==> config.mk <==
export PLATFORM = sky130hd
export DESIGN_NAME = adj_div_clock_gen
export DESIGN_NICKNAME = d
export VERILOG_FILES = /design/src/rtl/adj_div_clock_gen.sv
export SDC_FILE = /design/constraint.sdc
export NUM_CORES = 1
export LEC_CHECK = 0
export ABC_AREA = 0
export CAP_MARGIN = 25
export CORE_MARGIN = 4
export CORE_UTILIZATION = 50
export CTS_BUF_LIST = sky130_fd_sc_hd__clkbuf_4 sky130_fd_sc_hd__clkbuf_8 sky130_fd_sc_hd__clkbuf_16
export DETAILED_ROUTE_END_ITERATION = 6
export GPL_TIMING_DRIVEN = 0
export PLACE_DENSITY = 0.84
export SLEW_MARGIN = 10
export SYNTH_ARGS = -nofsm -noshare
export SYNTH_HDL_FRONTEND = slang
export SYNTH_SLANG_ARGS = --single-unit
==> constraint.sdc <==
create_clock -name clk -period 3.5 [get_ports clk]
set_clock_uncertainty 0.2 [all_clocks]
set_input_delay 0.525 -clock clk [delete_from_list [all_inputs] [get_ports clk]]
set_output_delay 0.525 -clock clk [all_outputs]
set_load 0.05 [all_outputs]
==> src/rtl/adj_div_clock_gen.sv <==
// -----------------------------------------------------------------------------
// adj_div_clock_gen
//
// Purpose:
//   Divides the system clock by an adjustable divisor. It produces a one-cycle
//   tick per divided period and a square wave whose period is the active
//   divisor. A new divisor is held in a shadow register. It is applied only at
//   a period boundary while running, or on the next edge while idle, so output
//   periods never glitch.
//
// Ports:
//   clk        in   system clock, all state on rising edge
//   rst        in   asynchronous, active-low reset
//   divIn      in   [WIDTH-1:0] divisor from upstream adjustedDiv
//   divValid   in   one-cycle load strobe for divIn
//   enable     in   run enable
//   tick       out  one-cycle pulse, once per divided period
//   sqOut      out  square wave, high while cnt < ceil(N/2)
//   activeDiv  out  [WIDTH-1:0] divisor currently in use
//   loadAck    out  one-cycle pulse, the cycle after a divisor is applied
//   running    out  high while in RUN
//   tickCount  out  [WIDTH-1:0] saturating tick counter (optional, see below)
//
// Optional feature:
//   Define ADJ_DIV_TICK_COUNT_EN to add the tickCount output. It counts ticks,
//   saturates at all-ones, and clears on reset and on every divisor apply.
// -----------------------------------------------------------------------------
module adj_div_clock_gen #(
    parameter int unsigned WIDTH = 8
) (
    input  logic             clk,
    input  logic             rst,
    input  logic [WIDTH-1:0] divIn,
    input  logic             divValid,
    input  logic             enable,
    output logic             tick,
    output logic             sqOut,
    output logic [WIDTH-1:0] activeDiv,
    output logic             loadAck,
`ifdef ADJ_DIV_TICK_COUNT_EN
    output logic             running,
    output logic [WIDTH-1:0] tickCount
`else
    output logic             running
`endif
);

    localparam int unsigned CW = WIDTH + 1;

    typedef enum logic {
        IDLE = 1'b0,
        RUN  = 1'b1
    } state_t;

    state_t           state, state_d;
    logic [WIDTH-1:0] cnt, cnt_d;
    logic [WIDTH-1:0] pend_div, pend_div_d;
    logic             pend_flag, pend_flag_d;
    logic [WIDTH-1:0] active_d;
    logic [WIDTH-1:0] new_div;
    logic [CW-1:0]    cnt_inc;
    logic             tick_d, sq_d, ack_d, running_d;

    // High-phase length ceil(n/2), widened one bit so n = all-ones cannot overflow
    function automatic logic [CW-1:0] half_ceil(input logic [WIDTH-1:0] n);
        half_ceil = ({1'b0, n} + CW'(1)) >> 1;
    endfunction

    // State register
    always_ff @(posedge clk or negedge rst) begin
        if (!rst) begin
            state <= IDLE;
        end else begin
            state <= state_d;
        end
    end

    // Next-state, datapath and output decode
    always_comb begin
        state_d     = state;
        cnt_d       = cnt;
        active_d    = activeDiv;
        pend_div_d  = pend_div;
        pend_flag_d = pend_flag;
        new_div     = activeDiv;
        cnt_inc     = {1'b0, cnt} + CW'(1);
        tick_d      = 1'b0;
        sq_d        = 1'b0;
        ack_d       = 1'b0;

        // Shadow capture; later strobes overwrite earlier ones
        if (divValid) begin
            pend_div_d  = divIn;
            pend_flag_d = 1'b1;
        end

        case (state)
            IDLE: begin
                cnt_d = '0;
                // Idle apply uses the value held before this edge's strobe
                if (pend_flag) begin
                    new_div  = pend_div;
                    active_d = pend_div;
                    ack_d    = 1'b1;
                    if (!divValid) begin
                        pend_flag_d = 1'b0;
                    end
                end
                // Start decision looks at the divisor in force after this edge
                if (enable && (new_div != '0)) begin
                    state_d = RUN;
                    sq_d    = 1'b1;
                end
            end

            RUN: begin
                if (!enable) begin
                    // Partial period is dropped; any pending divisor survives
                    state_d = IDLE;
                    cnt_d   = '0;
                end else if (cnt_inc == {1'b0, activeDiv}) begin
                    cnt_d  = '0;
                    tick_d = 1'b1;
                    // A strobe on the boundary edge bypasses the shadow register
                    if (divValid) begin
                        new_div     = divIn;
                        active_d    = divIn;
                        pend_flag_d = 1'b0;
                        ack_d       = 1'b1;
                    end else if (pend_flag) begin
                        new_div     = pend_div;
                        active_d    = pend_div;
                        pend_flag_d = 1'b0;
                        ack_d       = 1'b1;
                    end
                    if (new_div == '0) begin
                        state_d = IDLE;
                    end else begin
                        sq_d = 1'b1;
                    end
                end else begin
                    cnt_d = cnt_inc[WIDTH-1:0];
                    sq_d  = (cnt_inc < half_ceil(activeDiv));
                end
            end
        endcase

        running_d = (state_d == RUN);
    end

    // Datapath and registered outputs
    always_ff @(posedge clk or negedge rst) begin
        if (!rst) begin
            cnt       <= '0;
            activeDiv <= '0;
            pend_div  <= '0;
            pend_flag <= 1'b0;
            tick      <= 1'b0;
            sqOut     <= 1'b0;
            loadAck   <= 1'b0;
            running   <= 1'b0;
        end else begin
            cnt       <= cnt_d;
            activeDiv <= active_d;
            pend_div  <= pend_div_d;
            pend_flag <= pend_flag_d;
            tick      <= tick_d;
            sqOut     <= sq_d;
            loadAck   <= ack_d;
            running   <= running_d;
        end
    end

`ifdef ADJ_DIV_TICK_COUNT_EN
    // Saturating tick counter; an apply on the same edge as a tick wins
    always_ff @(posedge clk or negedge rst) begin
        if (!rst) begin
            tickCount <= '0;
        end else if (ack_d) begin
            tickCount <= '0;
        end else if (tick_d && (tickCount != {WIDTH{1'b1}})) begin
            tickCount <= tickCount + WIDTH'(1);
        end
    end
`endif

endmodule
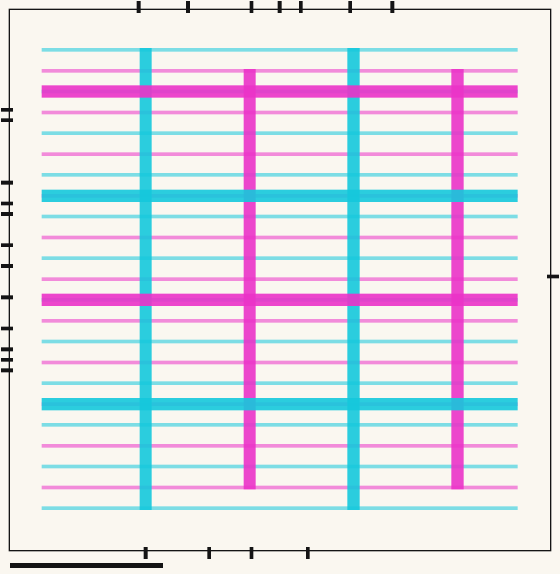
power_grid.png
The bar under the picture is 20 um long. Pins as bars on the die edge.
Magenta is VDD. Cyan is VSS.
24 signal pins sit on the boundary. 4 straps on met4.
Peak supply drop: 0.336 mV
Die Ht: 70.5 um
core footprint: 0.00372 sq mm
Die Wd: 70.5 um

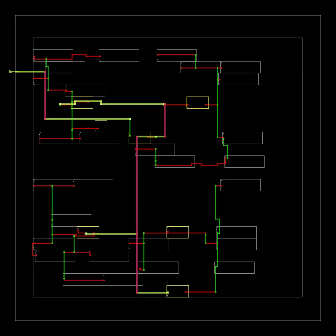
clocks.png
cts bufs inserted: 5
Clk Latency, worst-skew pair: 280 ps

==> impl_metrics.ini <==
; flow metrics
[run_status]
status = finished, final reports clean

[yosys]
edf_count = 0
ys_area_sq_mm = 0.00195
synth.logic.top_family = simple AND/OR/NAND/NOR gates
syn_area_per_cell_sq_um = 9.71
synthFlopType = dfrtp_1
synth.top_cell.area_share_pct = 37.2

[routing]
vias_per_cell = 5.85
first_iter_violations = 87
met3_wirelength_um = 199
dr.pass1.iters = 4
detail_route.wl_per_cell_um = 15.6
drt-met1-wl_um = 1840

[setup_path]
critical_path_peak_fanout = 6
slowest_stage = dfrtp_1
cp_top_family = simple AND/OR/NAND/NOR gates
end_kind = flip-flop
crit_path_cell_trace = ha_1 -> xnor2_1 -> xnor2_1 -> or3_1 -> or3_1 -> buf_2 -> o31ai_4 -> a22oi_1
path_depth = 8
cpPeakStageDelay_ps = 470
r2r.worst_path.cells = 8
cp-start-kind = flip-flop
r2r_setup_slack_ps = 570

[placement]
placedCellCount = 272

[cells_and_area]
final_cells = 279
logic_area_sq_mm = 0.00114
antenna_cells = 0
layout-drive-gt1-share_pct = 10.4

[power_and_ir_drop]
switching_share_pct = 39.9
powerDensity_mw_per_mm2 = 550
p_int_mw = 0.770
p_seq_mw = 0.423
p_clk_share_pct = 22.3
power_leader = combinational cells
pg_comb_mw = 0.571

[clocking]
root_buffer = clkbuf_8
ctsLongestPathBuffers = 2
ctsResizeCount = 0
h-tree-depth = 2
path_clk_slew_ps = 60
cts_hold_buf = 0

[sta]
slew_viol_final = 0
period_needed_ps = 2930
final.setup.tns_ps = 0
grt_setup_unrepaired = false

[grt]
antenna_found_initial = 0
grt_max_degree = 30
grt_pass1_wl_um = 7350
grt_overflow_total = 0

[floorplan]
taps = 48

[worst_hold_path]
hp-class = input port to asynchronous set/reset pin
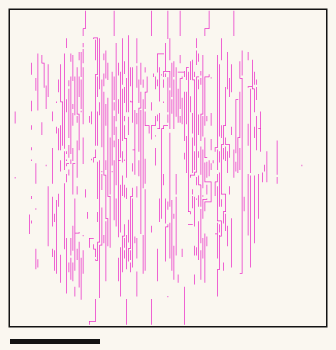
layer_met2.png
The bar under the picture is 20 um long.
The layer holds 51% of the routed length. 223 nets have wire on it.
Post-Route WL: 4350 um
met2 usage in global routing: 32.2%
total vias in the final route: 1631

==> per-stage QoR <==
step / hold slack, ps / power [mW]
2_1_floorplan: 29.4 / 0.830
3_3_place_gp: 301 / 0.980
3_5_place_dp: 302 / 0.996
4_1_cts: 81.6 / 1.29
5_1_grt: 98.8 / 1.36
6_report: 60.8 / 1.28
==> path summary, 6_finish.rpt <==
check | from | endpoint
max reg2reg | cnt[0] | activeDiv[2]
min reg2reg | pend_div[1] | pend_div[1]
max in group asynchronous | rst | pend_flag
min in group clk | pend_div[1] | pend_div[1]
max | cnt[0] | activeDiv[2]
min | rst | pend_div[7]
==> registers in the layout (all words and copies together), names as in the netlist <==
name       cells
pend_flag      1
tick           1
running        1
pend_div       8
loadAck        1
activeDiv      8
sqOut          1
cnt            8
Power is estimated from default activity; no workload was simulated.
